Figure 1. Cells by drive strength.
The bar under the picture is 10 um long.
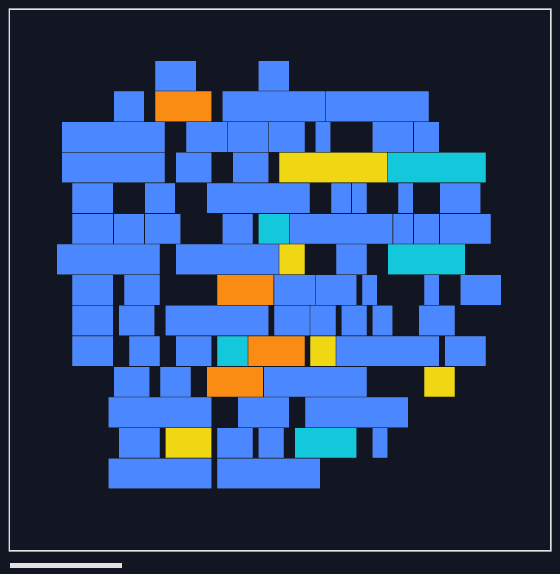
Figure 2. Clock distribution.
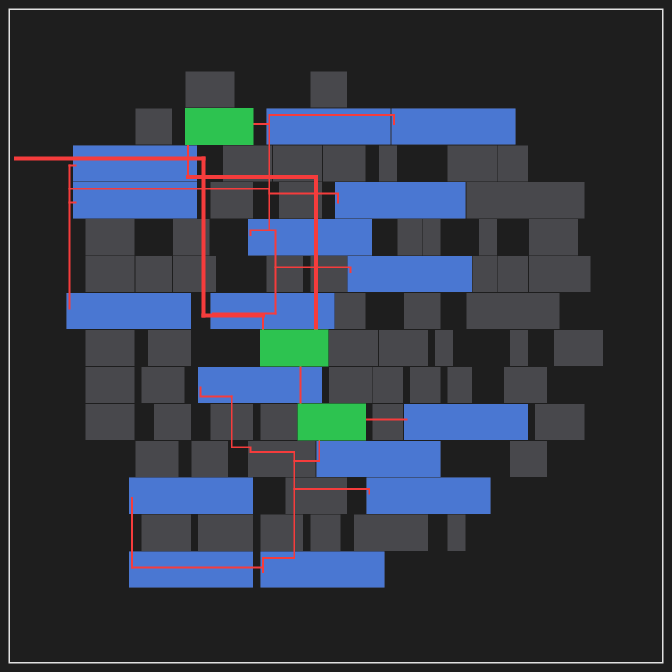
`src/rtl/serial_tx_shifter.sv`:
```
// -----------------------------------------------------------------------------
// serial_tx_shifter
//
// Parallel-in, serial-out frame transmitter. This is the send side of the
// serial link. A WIDTH-bit word is captured on a load request and sent on
// a single line in this order:
//   start bit (0), data LSB-first, optional parity bit, stop bit (1).
//
// Parameters
//   WIDTH  : data bits per frame, 2..16
//   PARITY : 0 = none, 1 = even, 2 = odd. Any other value behaves as 0.
//
// Ports
//   clk    : single clock; all state updates on the rising edge
//   rst_n  : asynchronous, active-low reset; aborts any frame in flight
//   load   : transmit request; accepted only on an edge where busy = 0
//   din    : word to send; sampled only on the accepting edge
//   sout   : serial line; idles high
//   busy   : high from the cycle after acceptance through the stop-bit cycle
//   done   : one-cycle pulse, high during the stop-bit cycle
//
// Every output is decoded from registered state only. There is no
// combinational path from load or din to any output.
// -----------------------------------------------------------------------------
module serial_tx_shifter #(
  parameter int WIDTH  = 8,
  parameter int PARITY = 0
) (
  input  logic             clk,
  input  logic             rst_n,
  input  logic             load,
  input  logic [WIDTH-1:0] din,
  output logic             sout,
  output logic             busy,
  output logic             done
);

  // ---------------------------------------------------------------------------
  // Derived constants
  // ---------------------------------------------------------------------------
  localparam int CNT_W = $clog2(WIDTH) + 1;

  // Unsupported PARITY codes fall back to "no parity bit".
  localparam logic HAS_PAR = (PARITY == 1) || (PARITY == 2);
  localparam logic ODD_PAR = (PARITY == 2);

  // The count value during the final data bit. DATA is left after this count.
  localparam logic [CNT_W-1:0] LAST_CNT = CNT_W'(WIDTH - 1);

  // ---------------------------------------------------------------------------
  // State encoding
  // ---------------------------------------------------------------------------
  localparam logic [2:0] IDLE  = 3'd0;
  localparam logic [2:0] START = 3'd1;
  localparam logic [2:0] DATA  = 3'd2;
  localparam logic [2:0] PAR   = 3'd3;
  localparam logic [2:0] STOP  = 3'd4;

  logic [2:0]       state;
  logic [2:0]       state_nxt;
  logic [WIDTH-1:0] shreg;    // outgoing data; bit 0 is on the line in DATA
  logic [CNT_W-1:0] bit_cnt;  // index of the data bit currently on the line
  logic             par_acc;  // XOR of the data bits already transmitted

  // ---------------------------------------------------------------------------
  // Next-state logic
  // ---------------------------------------------------------------------------
  // NOTE: every signal assigned in a combinational block gets a default on
  // entry. Without it, any path that skips the assignment infers a latch.
  always_comb begin
    state_nxt = state;
    case (state)
      IDLE:    if (load) state_nxt = START;
      START:   state_nxt = DATA;
      DATA:    if (bit_cnt == LAST_CNT) state_nxt = HAS_PAR ? PAR : STOP;
      PAR:     state_nxt = STOP;
      STOP:    state_nxt = IDLE;   // load in STOP is ignored; IDLE always follows
      default: state_nxt = IDLE;   // recover from any unused encoding
    endcase
  end

  // ---------------------------------------------------------------------------
  // State register
  // ---------------------------------------------------------------------------
  // NOTE: sequential state uses non-blocking assignments only. This keeps every
  // register sampling the values from before the edge, whatever order the
  // blocks are evaluated in.
  always_ff @(posedge clk or negedge rst_n) begin
    if (!rst_n) begin
      state <= IDLE;
    end else begin
      state <= state_nxt;
    end
  end

  // ---------------------------------------------------------------------------
  // Datapath: shift register, bit counter, parity accumulator
  // ---------------------------------------------------------------------------
  // NOTE: the datapath registers are reset along with the state. The outputs
  // already depend only on state, so this is not needed for correct line
  // behaviour. It makes the post-reset contents deterministic, which matters
  // to anything that probes them.
  always_ff @(posedge clk or negedge rst_n) begin
    if (!rst_n) begin
      shreg   <= '0;
      bit_cnt <= '0;
      par_acc <= 1'b0;
    end else begin
      case (state)
        IDLE: begin
          // The accepting edge. Counter and parity are cleared as START is
          // entered, so each frame starts from a known state.
          if (load) begin
            shreg   <= din;
            bit_cnt <= '0;
            par_acc <= 1'b0;
          end
        end
        DATA: begin
          shreg   <= shreg >> 1;
          par_acc <= par_acc ^ shreg[0];
          bit_cnt <= bit_cnt + CNT_W'(1);
        end
        default: ;  // START, PAR and STOP hold the datapath
      endcase
    end
  end

  // ---------------------------------------------------------------------------
  // Output decode, from state only
  // ---------------------------------------------------------------------------
  // Reset forces state to IDLE asynchronously. The line therefore goes high
  // and busy/done drop at once, with no clock edge required.
  always_comb begin
    sout = 1'b1;
    busy = 1'b0;
    done = 1'b0;
    case (state)
      START: begin
        sout = 1'b0;
        busy = 1'b1;
      end
      DATA: begin
        sout = shreg[0];
        busy = 1'b1;
      end
      PAR: begin
        // par_acc holds the XOR of all data bits here. Even parity sends it
        // unchanged and odd parity sends it inverted.
        sout = par_acc ^ ODD_PAR;
        busy = 1'b1;
      end
      STOP: begin
        sout = 1'b1;
        busy = 1'b1;
        done = 1'b1;
      end
      default: ;  // IDLE and unused codes: line high, not busy
    endcase
  end

endmodule
```
`config.mk`:
```
export PLATFORM = sky130hd
export DESIGN_NAME = serial_tx_shifter
export DESIGN_NICKNAME = d
export VERILOG_FILES = /design/src/rtl/serial_tx_shifter.sv
export SDC_FILE = /design/constraint.sdc
export NUM_CORES = 1
export LEC_CHECK = 0
export CAP_MARGIN = 20
export CORE_MARGIN = 4
export CORE_UTILIZATION = 49
export CTS_BUF_LIST = sky130_fd_sc_hd__clkbuf_8 sky130_fd_sc_hd__clkbuf_16
export DETAILED_ROUTE_END_ITERATION = 8
export MAX_ROUTING_LAYER = met4
export PLACE_DENSITY = 0.78
export SYNTH_ARGS = -nofsm -noshare
export SYNTH_HDL_FRONTEND = slang
export SYNTH_SLANG_ARGS = --single-unit
```
`constraint.sdc`:
```
create_clock -name clk -period 2 [get_ports clk]
set_input_delay 0.2 -clock clk [delete_from_list [all_inputs] [get_ports clk]]
set_output_delay 0.2 -clock clk [all_outputs]
set_load 0.02 [all_outputs]
```
==> results.txt <==
impl run done, here's what came out: run status finished, final reports clean, RD Place Congestion 0.781, worst setup path start state[0], cts hold-fix bufs 0, gr usage total 14.5%, Num Clock Sinks 16, ys flops 16, WP data required 1800 ps, Pleak 0.000478 uW, Commonest flop dfrtp_1, Pwr Density 1540 nW/um2, most frequent cells in the layout dfrtp_1 (15), clkdlybuf4s50_1 (12), a22o_1 (10), a21o_1 (7), clkbuf_8 (4), H-tree levels 1, R2R Setup Slk 400 ps, r2r endpoint bit_cnt[3], DIE HEIGHT 48.0 um, Max-cap violations 0, Post-Syn Area 785 um2, Synth area leaders dfrtp_1 (51%), a22o_1 (11%), a21o_1 (6.7%), CTS tree yes, GRT overflow 0, first-pass GRT wire length 2150 um, Worst Setup EP done, final wirelength 1240 um, Hold Path Class in -> async, fin nets 92, count of cell types in the netlist 26, ANT cells 0, via count 550, async set or reset register ratio after synthesis 100%, clock root buffer clkbuf_8, Commonest Layout Cell dfrtp_1, first-pass detailed-route iteration total 4, RSZ-0062 raised after global routing false, post-synthesis average cell area 12.5 um2, Chip Area, Yosys 785 um2, DRT iter0 DRCs 8, cell type with the largest total area dfrtp_1, # setup viols final 0, Post-synth EDFFs 0, top cells by count dfrtp_1 (16), a22o_1 (10), a21o_1 (7), Top-area cell share 51.0%, DIE WIDTH 48.0 um, cell count listed in synth_stat.txt 63, tool warnings 26, Worst VDD drop 0.799 mV, overall die area 2300 um2, Worst-path clk slew 60 ps
About Figure 1:
- _0 and _1 cells: blue (cells 65; share 82%)
- _3 and _4 cells: cyan (cells 5; share 6.3%)
- _2 cells: yellow (cells 5; share 6.3%)
- _6 and larger: orange (cells 4; share 5.1%)
design area: 981 um2
Signal buffers: 15
Area growth, synth to finish: 25.0%
Final WS setup: 145 ps

About Figure 2:
- clock drivers: green (count 3)
- clock wires: red (length 190 um)
- flip-flops: blue (count 16)
- routed clock nets: 4
Max Clock Skew: 4.64 ps
clock network power share: 18.6%
Clock Latency Late Sink: 250 ps
Clk. pwr: 281 uW

==> sequential cells by signal, summed over array words and instances, names as in the netlist <==
name / cells
state: 3
bit_cnt: 4
par_acc: 1
shreg: 8
==> metrics by stage <==
stage	util, %	hold slack, ps	std cells	instance area [um2]	setup WS (ps)
after detailed placement	61.2	470	91	922	288
after CTS	64.9	395	95	977	14.1
after floorplan	-	-95.6	63	785	591
after global placement	61.2	461	91	922	329
after global routing	65.1	432	95	981	73.2
final	65.1	365	95	981	145
==> worst max-delay path: stages (launching register included) <==
cell             delay (ps)
dfrtp_2                 480
nor2_1                  180
and2_2                  160
clkdlybuf4s50_1         590
==> cell type report <==
type | instances | area, um2
Tap cell | 16 | 20.0
Sequential cell | 16 | 402
Timing Repair Buffer | 15 | 148
Multi-Input combinational cell | 42 | 349
Clock buffer | 4 | 55.1
Inverter | 2 | 7.51
Fill cell | 132 | 526
==> cells by family (layout without fill, tap and decap cells) <==
kind of cell,after synthesis,count (layout),synth area share [%]
compound gates,21,21,21.2
flops,16,16,51.0
simple gates,15,15,14.7
buf+inv,5,21,4.47
mux,4,4,5.90
fa+ha+maj,1,1,1.59
xor+xnor,1,1,1.12
==> report_power, final <==
part / total, uW / switching [uW] / internal, uW
Clock: 281 / 107 / 174
Sequential: 592 / 129 / 463
Combinational: 640 / 287 / 353
Total: 1510 / 522 / 990
==> routing by layer <==
metal / GRT usage (%) / routed length [um] / vias up
met5: - / 0 / -
met4: 8.06 / 23 / 0
met3: 4.51 / 84 / 4
met2: 20.8 / 590 / 14
met1: 18.0 / 543 / 269
li1: - / - / 263
==> repair_timing <==
item,in CTS,in global routing
gates resized,0,2
setup buffers,0,0
hold endpoints to repair,0,0
endpoints found under the setup margin,0,1
Power figures rest on the tool's default switching activity, not on a simulated workload.
